[src/rtl/des_pkg.sv]
//------------------------------------------------------------------------------
// Module  : des_pkg
// Brief   : Shared widths, state encoding, shift schedule and rotate helpers
//           for the iterative DES round controller.
// Rev     : 1.0  initial release
//------------------------------------------------------------------------------
`default_nettype none

package des_pkg;

  localparam int HALF_W = 32;
  localparam int CD_W   = 56;
  localparam int KH_W   = CD_W / 2;

  localparam logic [1:0] ST_IDLE  = 2'd0;
  localparam logic [1:0] ST_ROUND = 2'd1;
  localparam logic [1:0] ST_DONE  = 2'd2;

  typedef enum logic [1:0] {
    IDLE  = ST_IDLE,
    ROUND = ST_ROUND,
    DONE  = ST_DONE
  } state_t;

  // Per-round left-shift amounts of the key schedule, rounds 1..16.
  localparam logic [1:0] DES_SHIFT [1:16] = '{
    2'd1, 2'd1, 2'd2, 2'd2, 2'd2, 2'd2, 2'd2, 2'd2,
    2'd1, 2'd2, 2'd2, 2'd2, 2'd2, 2'd2, 2'd2, 2'd1
  };

  function automatic logic [KH_W-1:0] rotl_half(input logic [KH_W-1:0] x,
                                                input logic [1:0]      n);
    case (n)
      2'd1:    rotl_half = {x[KH_W-2:0], x[KH_W-1]};
      2'd2:    rotl_half = {x[KH_W-3:0], x[KH_W-1:KH_W-2]};
      default: rotl_half = x;
    endcase
  endfunction

  function automatic logic [KH_W-1:0] rotr_half(input logic [KH_W-1:0] x,
                                                input logic [1:0]      n);
    case (n)
      2'd1:    rotr_half = {x[0], x[KH_W-1:1]};
      2'd2:    rotr_half = {x[1:0], x[KH_W-1:2]};
      default: rotr_half = x;
    endcase
  endfunction

endpackage

`default_nettype wire

[src/rtl/des_key_rotator.sv]
//------------------------------------------------------------------------------
// Module  : des_key_rotator
// Brief   : Combinational per-round C/D rotation; left for encrypt, right
//           (reverse schedule) for decrypt, so no subkeys need storing.
// Rev     : 1.0  initial release
//------------------------------------------------------------------------------
`default_nettype none

module des_key_rotator
  import des_pkg::*;
(
  input  logic [CD_W-1:0] i_cd,
  input  logic [3:0]      i_round,
  input  logic            i_decrypt,
  output logic [CD_W-1:0] o_cd_rot
);

  logic [4:0] w_round_num;
  logic [4:0] w_tab_idx;
  logic [1:0] w_amt;

  assign w_round_num = {1'b0, i_round} + 5'd1;

  // Decrypt walks the schedule backwards; its first round needs no rotation.
  always_comb begin
    w_tab_idx = i_decrypt ? (5'd18 - w_round_num) : w_round_num;
    w_amt     = 2'd0;
    if (!i_decrypt || (w_round_num >= 5'd2)) begin
      for (int k = 1; k <= 16; k++) begin
        if (w_tab_idx == k[4:0]) w_amt = DES_SHIFT[k];
      end
    end
  end

  assign o_cd_rot = i_decrypt
                  ? {rotr_half(i_cd[CD_W-1:KH_W], w_amt), rotr_half(i_cd[KH_W-1:0], w_amt)}
                  : {rotl_half(i_cd[CD_W-1:KH_W], w_amt), rotl_half(i_cd[KH_W-1:0], w_amt)};

endmodule

`default_nettype wire

[src/rtl/des_round_ctrl.sv]
//------------------------------------------------------------------------------
// Module  : des_round_ctrl
// Brief   : Iterative DES round sequencer: one Feistel round per clock with an
//           external round function, valid/ready on input and output.
// Rev     : 1.0  initial release
//------------------------------------------------------------------------------
`default_nettype none

module des_round_ctrl
  import des_pkg::*;
#(
  parameter int NUM_ROUNDS = 16
) (
  input  logic              clk,
  input  logic              rst_n,
  input  logic              in_valid,
  output logic              in_ready,
  input  logic              in_decrypt,
  input  logic [63:0]       in_block,
  input  logic [CD_W-1:0]   in_key_cd,
  input  logic              flush,
  output logic [HALF_W-1:0] round_r,
  output logic [CD_W-1:0]   round_cd,
  output logic [3:0]        round_idx,
  input  logic [HALF_W-1:0] f_result,
  output logic              out_valid,
  input  logic              out_ready,
  output logic [63:0]       out_block,
  output logic              busy
);

  localparam logic [3:0] c_last_round = 4'(NUM_ROUNDS - 1);

  state_t            r_state;
  state_t            w_next_state;
  logic [3:0]        r_cnt;
  logic [HALF_W-1:0] r_l;
  logic [HALF_W-1:0] r_r;
  logic [CD_W-1:0]   r_cd;
  logic              r_dec;
  logic [CD_W-1:0]   w_round_cd;

  des_key_rotator u_rot (
    .i_cd      (r_cd),
    .i_round   (r_cnt),
    .i_decrypt (r_dec),
    .o_cd_rot  (w_round_cd)
  );

  always_ff @(posedge clk) begin
    if (!rst_n) begin
      r_state <= IDLE;
      r_cnt   <= '0;
      r_l     <= '0;
      r_r     <= '0;
      r_cd    <= '0;
      r_dec   <= 1'b0;
    end else begin
      r_state <= w_next_state;
      if (flush) begin
        r_cnt <= '0;
      end else if (r_state == IDLE && in_valid) begin
        r_l   <= in_block[63:32];
        r_r   <= in_block[31:0];
        r_cd  <= in_key_cd;
        r_dec <= in_decrypt;
        r_cnt <= '0;
      end else if (r_state == ROUND) begin
        r_l   <= r_r;
        r_r   <= r_l ^ f_result;
        r_cd  <= w_round_cd;
        // Hold at the last round so the 4-bit counter never wraps.
        r_cnt <= (r_cnt == c_last_round) ? r_cnt : r_cnt + 4'd1;
      end
    end
  end

  always_comb begin
    w_next_state = r_state;
    in_ready     = 1'b0;
    out_valid    = 1'b0;
    busy         = 1'b1;
    out_block    = '0;
    round_idx    = '0;
    round_r      = '0;
    round_cd     = '0;
    case (r_state)
      IDLE: begin
        in_ready = 1'b1;
        busy     = 1'b0;
        if (in_valid) w_next_state = ROUND;
      end
      ROUND: begin
        round_idx = r_cnt;
        round_r   = r_r;
        round_cd  = w_round_cd;
        if (r_cnt == c_last_round) w_next_state = DONE;
      end
      DONE: begin
        out_valid = 1'b1;
        out_block = {r_r, r_l};
        if (out_ready) w_next_state = IDLE;
      end
      default: w_next_state = IDLE;
    endcase
    if (flush) w_next_state = IDLE;
  end

endmodule

`default_nettype wire

[config.mk]
export PLATFORM = sky130hd
export DESIGN_NAME = des_round_ctrl
export DESIGN_NICKNAME = d
export VERILOG_FILES = /design/src/rtl/des_pkg.sv /design/src/rtl/des_key_rotator.sv /design/src/rtl/des_round_ctrl.sv
export SDC_FILE = /design/constraint.sdc
export NUM_CORES = 1
export LEC_CHECK = 0
export ABC_AREA = 1
export CORE_AREA = 2 2 197 160
export CTS_BUF_LIST = sky130_fd_sc_hd__clkbuf_8
export CTS_CLUSTER_SIZE = 12
export DETAILED_ROUTE_END_ITERATION = 10
export DIE_AREA = 0 0 199 162
export PLACE_DENSITY = 0.68
export RECOVER_POWER = 100
export SLEW_MARGIN = 20
export SYNTH_ARGS = -nofsm -noshare
export SYNTH_HDL_FRONTEND = slang
export SYNTH_SLANG_ARGS = --single-unit
[constraint.sdc]
create_clock -name clk -period 4.9 [get_ports clk]
set_clock_uncertainty 0.15 [all_clocks]
set_input_delay 0.98 -clock clk [delete_from_list [all_inputs] [get_ports clk]]
set_output_delay 0.98 -clock clk [all_outputs]
set_load 0.01 [all_outputs]
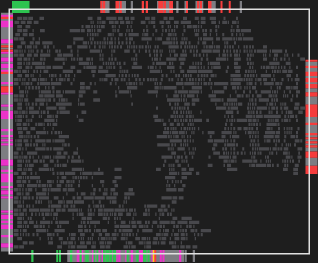
(I/O pins on the die edge)
(1.5 px per µm) Pins as bars across the die edge, other pins in gray.
port	color	pins	direction	edge
in_decrypt	yellow	1	input	bottom
in_key_cd	red	56	input	28 right, 20 top, 7 left, 1 bottom
round_r	green	32	output	20 bottom, 12 top
in_block	magenta	64	input	44 left, 20 bottom
all pins by edge	117 left, 89 bottom, 56 right, 55 top

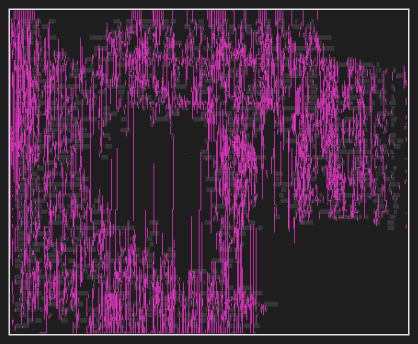
(the metal 2 layer)
(2 px per µm)
nets with wire on the layer	1535
share of all routed wire	47%

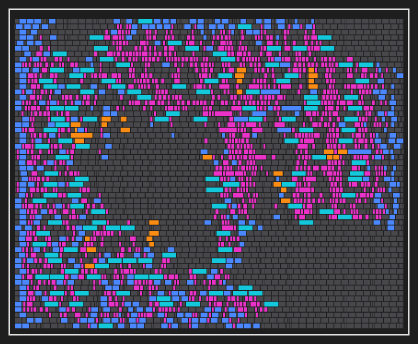
(placement by cell class)
(2 px per µm) Fill, decap, tap and diode cells in gray.
class	color	cells
other buffers and delay cells	blue	340
all other logic	magenta	1247
flops	cyan	127
clock drivers and dummy loads	orange	32

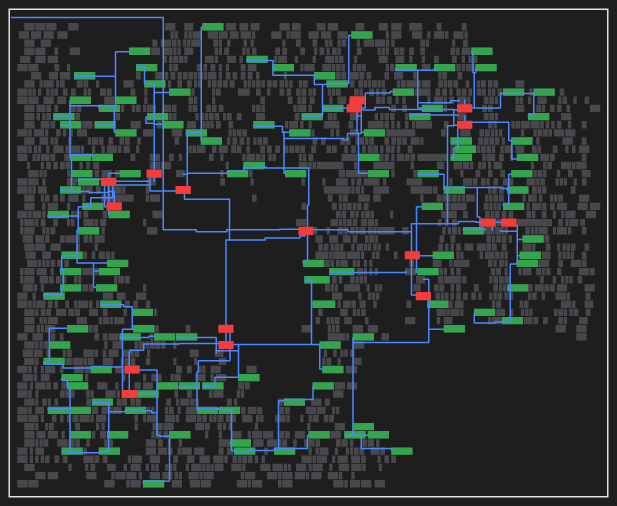
(clock distribution)
(3 px per µm)
[flip-flops] green | count: 127
[cells driving clock nets] red | count: 17
[clock wires] blue | length: 2210 µm
flops lie	widely spread

==> flow_summary.toml <==
# generated from flow reports
[run_status]
violations = "max-capacitance violations, max-slew violations"
status = "complete, but fails checks"

[synth]
area_leaders = "dfxtp_1 (28%), nand2_1 (13%), nand3_1 (9.9%), inv_1 (8.2%), nor2_1 (7.0%)"
netlist_top_cells_count = "nand2_1 (302), inv_1 (195), nand3_1 (178)"
edf_count = 0
synthCells = 1493
largest_area_cell = "dfxtp_1"
ys.warnings.count = 0
syn_area_mm2 = 0.00898
yosysMostFrequentCell = "nand2_1"
ys_seq_share_pct = 28.3
yosysUniqueCellTypes = 26

[floorplanning]
die_area_mm2 = 0.0322
dieHeight_um = 162
io-pin-count = 317

[sta]
setup_viol = 0
rsz0062_at_grt = "yes"
setup_ws_ns = 0.145
slew_violations = 168
worstMarginPinSlew_ns = 2.49
period_needed_ns = 4.76
period_used_pct = 97.0
max_freq_ghz = 0.210

[run]
warnings = 35
max-cap-violations = 3

[layout]
final_cells = 2159
regArea_mm2 = 0.00255
drive_gt1_share_pct = 8.13
final_nets = 1898
nFillCells = 3188

[critical_path]
cp.arrival_ns = 3.63
crit_path_frequent_cell = "nand2_1"
cp_top_family = "simple AND/OR/NAND/NOR gates"
end_kind = "primary output"
path_buffers = 6
path_cells = "clkinvlp_4, ha_4, nand2_1, nand2_1, nand2_1, nand2_1, nand2_2, nor2_4, nand3_1, nand2_1, nand3_1, nand2_2, inv_2, ha_2, buf_4, buf_12, nand2_1, nand3_1, nand3_1, o21ai_2, inv_1, nor2_1, dlygate4sd2_1"

[grt]
met3_usage_pct = 6.48
use_met1_pct = 25.3
grt_max_degree = 177
grt_overflow = 0
grt_pass1_wl_um = 53000

[cts]
clk_pin_slew_ns = 0.08
cts-buffers-inserted = 17
clock-sinks = 127

[placement]
port_buffers = 316
dp.final_hpwl_um = 23900
dp_cells = 2122

[power_and_ir_drop]
cellLeakagePower_uw = 0.00520
ir_drop_v = 0.000151
finalPower_uw = 3060

[detailed_routing]
postRouteAntennaNets = 0
avgRoutedWirePerCell_um = 15.9
vias_per_cell = 5.01
-- worst paths after layout --
check                   from      endpoint  slack, ns  cells past startpoint
setup / recovery    r_cnt[0]  round_cd[55]       0.14                     23
hold / removal       r_r[10]       r_l[10]       0.33                      2
setup reg to reg  r_state[1]      r_cd[14]       1.14                      7
hold reg to reg      r_r[10]       r_l[10]       0.33                      2
-- metal layers --
layer | wire, µm | share of wire (%)
met2 | 15900 | 47
met1 | 14200 | 42
met3 | 3200 | 9.4
met5 | 27 | 0.079
met4 | 864 | 2.5
-- per-stage QoR --
| stage | hold WS [ns] | cell area, µm² | TNS (ns) | util [%] |
|---|---|---|---|---|
| finish | 0.335 | 12700 | 0 | 42.2 |
| global route | 0.346 | 12700 | -2.36 | 42.2 |
| CTS | 0.336 | 12800 | -0.287 | 42.6 |
| detailed placement | 0.322 | 12400 | -0.353 | 40.9 |
| global placement | 0.314 | 12300 | 0 | 40.9 |
| floorplan | 0.307 | 8980 | 0 | - |
-- area by class of cell --
class | instances | area share [%]
clock buffers | 17 | 1.84
clock inverters | 15 | 1.16
inverters | 203 | 6.10
multi-input cells | 1044 | 41.3
flip-flops and latches | 127 | 20.0
well taps | 413 | 4.05
repair buffers | 340 | 25.5
-- where the power goes --
group	switching, µW	leakage (µW)	total (µW)	internal [µW]
Clock	517	0.000192	933	416
Combinational	547	0.00396	947	400
Sequential	66.3	0.00105	1180	1120
-- repair_timing --
item	4_1_cts	5_1_grt
cloned	2	0
resized	106	91
setup buffers	2	1
endpoints found under the setup margin	56	56
pin swaps	1	1
-- cell families (layout without fill, tap and decap cells) --
kind of cell             Yosys count  after routing  synth area share (%)
AND/OR/NAND/NOR                  657            657                  30.2
AND-OR/OR-AND                    346            346                  22.8
buffers and inverters            322            575                  14.3
flip-flops                       127            127                  28.3
XOR/XNOR                          34             34                  3.40
adder cells (fa/ha/maj)            7              7                 0.975
-- sequential cells by signal (all words and copies together) (netlist names) --
register and count:
r_cd 56, r_l 32, r_r 32, r_cnt 4
r_state 2, r_dec 1
-- cells in the final DEF, fill, tap and decap left out, types with 2 or more instances in the layout --
| cell type | instances |
|---|---|
| nand2_1 | 299 |
| inv_1 | 193 |
| nand3_1 | 178 |
| nor2_1 | 166 |
| clkdlybuf4s50_1 | 161 |
| o21ai_0 | 125 |
| dfxtp_1 | 124 |
| a21oi_1 | 99 |
| dlygate4sd3_1 | 98 |
| a221oi_1 | 47 |
| clkbuf_2 | 38 |
| a31oi_1 | 32 |
| xnor2_1 | 32 |
| o21ai_1 | 18 |
| dlygate4sd2_1 | 18 |
| clkbuf_8 | 17 |
| o21ai_2 | 14 |
| buf_4 | 13 |
| a221oi_2 | 9 |
| inv_6 | 7 |
| inv_2 | 6 |
| nand4_1 | 5 |
| clkinvlp_4 | 3 |
| nand2_2 | 3 |
| ha_1 | 3 |
| clkinv_4 | 3 |
| buf_12 | 3 |
| nor2_2 | 2 |
| clkinvlp_2 | 2 |
| o21ai_4 | 2 |
| nor3_1 | 2 |
| inv_8 | 2 |
| ha_4 | 2 |
| ha_2 | 2 |
| buf_16 | 2 |
| buf_6 | 2 |
| dfxtp_4 | 2 |
Power figures rest on the tool's default switching activity, not on a simulated workload.
